$ cat config.mk
export PLATFORM = sky130hd
export DESIGN_NAME = uart_rx
export DESIGN_NICKNAME = d
export VERILOG_FILES = /design/src/rtl/uart_pkg.sv /design/src/rtl/uart_rx_sampler.sv /design/src/rtl/uart_rx.sv
export SDC_FILE = /design/constraint.sdc
export NUM_CORES = 1
export LEC_CHECK = 0
export CORE_ASPECT_RATIO = 0.6
export CORE_MARGIN = 1.5
export CORE_UTILIZATION = 38
export CTS_CLUSTER_SIZE = 24
export DETAILED_ROUTE_END_ITERATION = 7
export PLACE_DENSITY = 0.55
export SLEW_MARGIN = 20
export SYNTH_ARGS = -nofsm -noshare
export SYNTH_HDL_FRONTEND = slang
export SYNTH_HIERARCHICAL = 1
export SYNTH_SLANG_ARGS = --single-unit
$ cat constraint.sdc
create_clock -name CLK -period 3.35 [get_ports CLK]
set_input_delay 0.335 -clock CLK [delete_from_list [all_inputs] [get_ports CLK]]
set_output_delay 0.335 -clock CLK [all_outputs]
set_load 0.1 [all_outputs]
$ cat src/rtl/uart_pkg.sv
// uart_pkg: definitions shared by the UART receive and transmit blocks.
//   rx_state_e         receiver FSM state encoding
//   PAR_EVEN/PAR_ODD   encodings of the PAR_TYP input
//   DATA_WIDTH_DEF     default number of data bits per frame (shared with TX)
package uart_pkg;

  localparam int   DATA_WIDTH_DEF = 8;
  localparam logic PAR_EVEN       = 1'b0;
  localparam logic PAR_ODD        = 1'b1;

  typedef enum logic [2:0] {
    IDLE,
    START,
    DATA,
    PARITY,
    STOP
  } rx_state_e;

endpackage

$ cat src/rtl/uart_rx_sampler.sv
// uart_rx_sampler: per-bit oversampling counter and 3-sample majority vote.
// Ports:
//   CLK, RST     clock, asynchronous active-low reset
//   en           count enable from the FSM (asserted for every cycle of a frame)
//   rx           serial line (already synchronous to CLK)
//   prescale     CLK cycles per bit (latched by the FSM at start detection)
//   sampled_bit  majority of the samples taken at P/2-1, P/2, P/2+1
//   bit_done     strobe on the last cycle of a bit (edge_cnt = P-1)
module uart_rx_sampler #(
  parameter int PRESCALE_W = 6
) (
  input  logic                  CLK,
  input  logic                  RST,
  input  logic                  en,
  input  logic                  rx,
  input  logic [PRESCALE_W-1:0] prescale,
  output logic                  sampled_bit,
  output logic                  bit_done
);

  localparam logic [PRESCALE_W-1:0] ONE = PRESCALE_W'(1);

  logic [PRESCALE_W-1:0] edge_cnt;
  logic [PRESCALE_W-1:0] half;
  logic [PRESCALE_W-1:0] last;
  logic [2:0]            samples;

  function automatic logic majority3(input logic [2:0] s);
    return (s[0] & s[1]) | (s[0] & s[2]) | (s[1] & s[2]);
  endfunction

  assign half = prescale >> 1;
  assign last = prescale - ONE;

  always_ff @(posedge CLK or negedge RST) begin
    if (!RST) begin
      edge_cnt <= '0;
      samples  <= '0;
    end else if (en) begin
      edge_cnt <= (edge_cnt == last) ? '0 : edge_cnt + ONE;
      if (edge_cnt == half - ONE) samples[0] <= rx;
      if (edge_cnt == half)       samples[1] <= rx;
      if (edge_cnt == half + ONE) samples[2] <= rx;
    end
  end

  // All three samples are registered well before P-1, so the vote is stable
  // on the completing edge.
  assign sampled_bit = majority3(samples);
  assign bit_done    = en && (edge_cnt == last);

endmodule

$ cat src/rtl/uart_rx.sv
// uart_rx: UART receive deserializer.
// Detects the start bit, majority-votes each bit, assembles LSB-first data,
// optionally checks parity, checks the stop bit and presents the byte with
// a one-cycle Data_Valid pulse (or a one-cycle Par_Err/Stp_Err pulse).
// Ports:
//   CLK, RST    clock, asynchronous active-low reset
//   RX_IN       serial line, idle high
//   PAR_EN      frame carries a parity bit after the data bits
//   PAR_TYP     0 = even, 1 = odd parity
//   Prescale    CLK cycles per bit (8, 16 or 32)
//   P_DATA      received data
//   Data_Valid  pulse: P_DATA holds a new error-free frame
//   Par_Err     pulse: parity mismatch
//   Stp_Err     pulse: stop bit sampled 0
// Build option: define UART_RX_SYNC_EN to pass RX_IN through a 2-flop
// synchronizer (adds 2 cycles of latency from the pin).
module uart_rx
  import uart_pkg::*;
#(
  parameter int DATA_WIDTH = DATA_WIDTH_DEF,
  parameter int PRESCALE_W = 6
) (
  input  logic                  CLK,
  input  logic                  RST,
  input  logic                  RX_IN,
  input  logic                  PAR_EN,
  input  logic                  PAR_TYP,
  input  logic [PRESCALE_W-1:0] Prescale,
  output logic [DATA_WIDTH-1:0] P_DATA,
  output logic                  Data_Valid,
  output logic                  Par_Err,
  output logic                  Stp_Err
);

  localparam int                CNT_W    = (DATA_WIDTH > 1) ? $clog2(DATA_WIDTH) : 1;
  localparam logic [CNT_W-1:0]  LAST_BIT = CNT_W'(DATA_WIDTH - 1);

  rx_state_e             state, next_state;
  logic                  rx_s;
  logic                  start_det;
  logic                  sampled_bit;
  logic                  bit_done;
  logic [PRESCALE_W-1:0] p_lat;
  logic                  par_en_l;
  logic                  par_typ_l;
  logic [CNT_W-1:0]      bit_cnt;
  logic [DATA_WIDTH-1:0] shift_reg;
  logic                  par_fail;
  logic                  stp_fail;
  logic                  frame_done;

`ifdef UART_RX_SYNC_EN
  logic [1:0] rx_sync;

  always_ff @(posedge CLK or negedge RST) begin
    if (!RST) rx_sync <= 2'b11;
    else      rx_sync <= {rx_sync[0], RX_IN};
  end

  assign rx_s = rx_sync[1];
`else
  assign rx_s = RX_IN;
`endif

  assign start_det = (state == IDLE) && !rx_s;

  // The start-detect edge is edge 0 of the start bit, so the sampler is
  // enabled on it and advances edge_cnt from 0 to 1.
  uart_rx_sampler #(
    .PRESCALE_W (PRESCALE_W)
  ) u_sampler (
    .CLK         (CLK),
    .RST         (RST),
    .en          (start_det || (state != IDLE)),
    .rx          (rx_s),
    .prescale    (p_lat),
    .sampled_bit (sampled_bit),
    .bit_done    (bit_done)
  );

  always_ff @(posedge CLK or negedge RST) begin
    if (!RST) state <= IDLE;
    else      state <= next_state;
  end

  always_comb begin
    next_state = state;
    case (state)
      IDLE:    if (!rx_s) next_state = START;
      START:   if (bit_done) next_state = sampled_bit ? IDLE : DATA;
      DATA:    if (bit_done && (bit_cnt == LAST_BIT))
                 next_state = par_en_l ? PARITY : STOP;
      PARITY:  if (bit_done) next_state = STOP;
      STOP:    if (bit_done) next_state = IDLE;
      default: next_state = IDLE;
    endcase
  end

  // Frame stage: latch configuration, assemble bits, record failures.
  always_ff @(posedge CLK or negedge RST) begin
    if (!RST) begin
      p_lat      <= PRESCALE_W'(8);
      par_en_l   <= 1'b0;
      par_typ_l  <= PAR_EVEN;
      bit_cnt    <= '0;
      shift_reg  <= '0;
      par_fail   <= 1'b0;
      stp_fail   <= 1'b0;
      frame_done <= 1'b0;
    end else begin
      frame_done <= 1'b0;
      if (start_det) begin
        p_lat     <= Prescale;
        par_en_l  <= PAR_EN;
        par_typ_l <= PAR_TYP;
        par_fail  <= 1'b0;
        stp_fail  <= 1'b0;
      end
      case (state)
        START:  if (bit_done) bit_cnt <= '0;
        DATA:   if (bit_done) begin
                  shift_reg[bit_cnt] <= sampled_bit;
                  bit_cnt            <= bit_cnt + CNT_W'(1);
                end
        PARITY: if (bit_done)
                  par_fail <= sampled_bit != ((^shift_reg) ^ (par_typ_l == PAR_ODD));
        STOP:   if (bit_done) begin
                  stp_fail   <= ~sampled_bit;
                  frame_done <= 1'b1;
                end
        default: ;
      endcase
    end
  end

  // Output stage: one cycle after the stop bit completes; the FSM is
  // already in IDLE and may be detecting the next start bit.
  always_ff @(posedge CLK or negedge RST) begin
    if (!RST) begin
      P_DATA     <= '0;
      Data_Valid <= 1'b0;
      Par_Err    <= 1'b0;
      Stp_Err    <= 1'b0;
    end else begin
      Data_Valid <= 1'b0;
      Par_Err    <= 1'b0;
      Stp_Err    <= 1'b0;
      if (frame_done) begin
        if (!par_fail && !stp_fail) begin
          Data_Valid <= 1'b1;
          P_DATA     <= shift_reg;
        end else begin
          Par_Err <= par_fail;
          Stp_Err <= stp_fail;
        end
      end
    end
  end

endmodule

**Register map, names as in the netlist**

(3 px per µm) Other sequential cells in the stronger grey, the rest of the logic in the fainter grey.
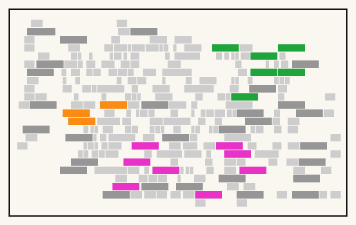
colour	netlist name	flops
magenta	`shift_reg`	8
orange	`u_sampler/samples`	3
green	`u_sampler/edge_cnt`	6

==> results.toml <==
# implementation run metrics
[logic_synthesis]
ys_cells = 236
yosysUniqueCellTypes = 49
syn_area_mm2 = 0.00271
synth_warnings = 6
synthMuxAreaShare = 0.120
common_cells = "dfrtp_1, mux2_2, nand2_1, xnor2_1"
synth-xor-area-share = 0.132
postSynthAreaPerCell_um2 = 11.5
synthArstFlopShare = 1.00
top_cell = "dfrtp_1"
topCellsByArea = "dfrtp_1, mux2_2, xnor2_1"
synth-simple-area-share = 0.168
ys_chip_area_mm2 = 0.00271
ys_seq_share = 0.416
synthesis.nets = 254
ys_ff = 45
adder_share = 0.0360

[worst_setup_path]
critPathSlowestCell = "dfrtp_1"
crit_arrival_ns = 3.14
reg2reg_to = "shift_reg[5]$_DFFE_PN0P_"
cp.buffers_inverters = 1
cp_max_fo = 10
reg2reg_depth = 11
crit_family = "simple AND/OR/NAND/NOR gates"
cp_cell_sequence = "inv_1 > ha_1 > nor3b_2 > nand2_1 > xnor2_2 > a2111oi_4 > and2_1 > nor2b_4 > nand4b_4 > nor3b_1 > mux2_2"
crit_required_ns = 3.51
crit_end = "shift_reg[5]$_DFFE_PN0P_"
endpoint_kind = "flip-flop"
cpPeakStageDelay_ns = 0.49

[placed_design]
placed_cell_area_mm2 = 0.00295
placed_cells = 332
detailedPlace.worstSlack_ns = 0.403

[status]
outcome = "finished, violations left"
violations = "DRC"

[power_and_ir_drop]
switchingPower_mw = 1.00
swShare = 0.387
leakage_nw = 1.34
pwr-share-comb = 0.433
clkPwrFrac = 0.211
top_power_group = "combinational cells"
power_combinational_mw = 1.12
peakVddDrop_uv = 458
power_clock_uw = 545
p_seq_uw = 923
totalPowerFinal_mw = 2.59
power.density_mw_per_mm2 = 832

[detailed_routing]
drc = 5
avgViaCountPerCell = 5.00
num_vias = 1694
drt_pass1_iterations = 8
antenna_left = 0
met1Wirelength_um = 3080
detail_route.wl_per_cell_um = 14.7
first_iter_violations = 99
wl_met3_um = 176

[timing]
fin_setup_tns_ns = 0
finClkSkew_ns = 0.0105
setup_slack_ns = 0.377
hold_violations = 0
slew_viol_final = 0
slew_headroom = 0.352
worst_slew_pin_slew_ns = 0.969

[final_layout]
nNetsFinal = 270
nonClockBufferCount = 27
area_delta_synth_final_pct = 14.8
comb_share = 0.464
fin_util = 0.458
final_area_mm2 = 0.00311
fillers = 634
buf_share = 0.0813
lay_top_count = "dfrtp_1"
regArea_mm2 = 0.00113
largest_class = "multi-input combinational cells"
clkbuf_count = 5
final_cell_mix = "dfrtp_1, mux2_2, clkdlybuf4s50_1"
comb_cells = 168

[clock_tree]
clk_pin_slew_ns = 0.07
hold_buffers = 0
cts-buffers-inserted = 5
clockBufferDepth = 2
cts-root-buf = "clkbuf_16"
post_cts_buffers = 0

[floorplanning]
fp.coreArea_mm2 = 0.00679
core_util_floorplan = 0.399
tap_cells = 87

[grt]
busiest_layer = "met1"
grt_overflow = 0
first_global_vias = 1598
grt_usage = 0.149
met1_usage = 0.244

[job]
warning_count = 28
maxCapViolCount = 0

[min_path]
hold_class = "primary input to async pin"
**Pin placement**

(6 px per µm) Pins as bars across the die edge, other pins in grey.
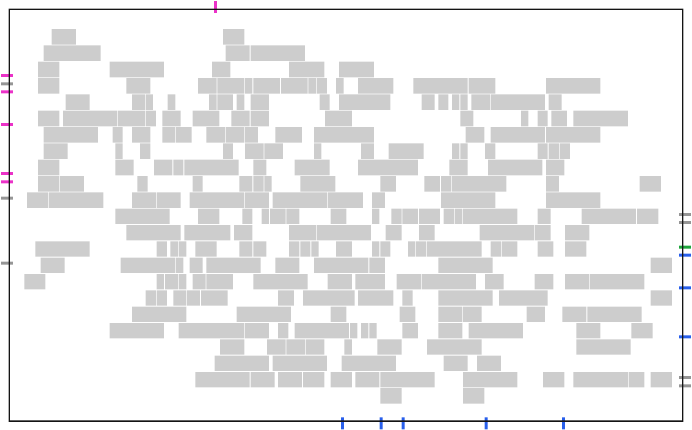
colour	port	pins	direction	edge
blue	`P_DATA`	8	output	5 south, 3 east
magenta	`Prescale`	6	input	5 west, 1 north
green	`PAR_TYP`	1	input	east
all pins by edge	8 west, 8 east, 5 south, 1 north
Die Wd: 112 µm
port bufs: 21
die height: 68.4 µm

Power is estimated from default activity; no workload was simulated.
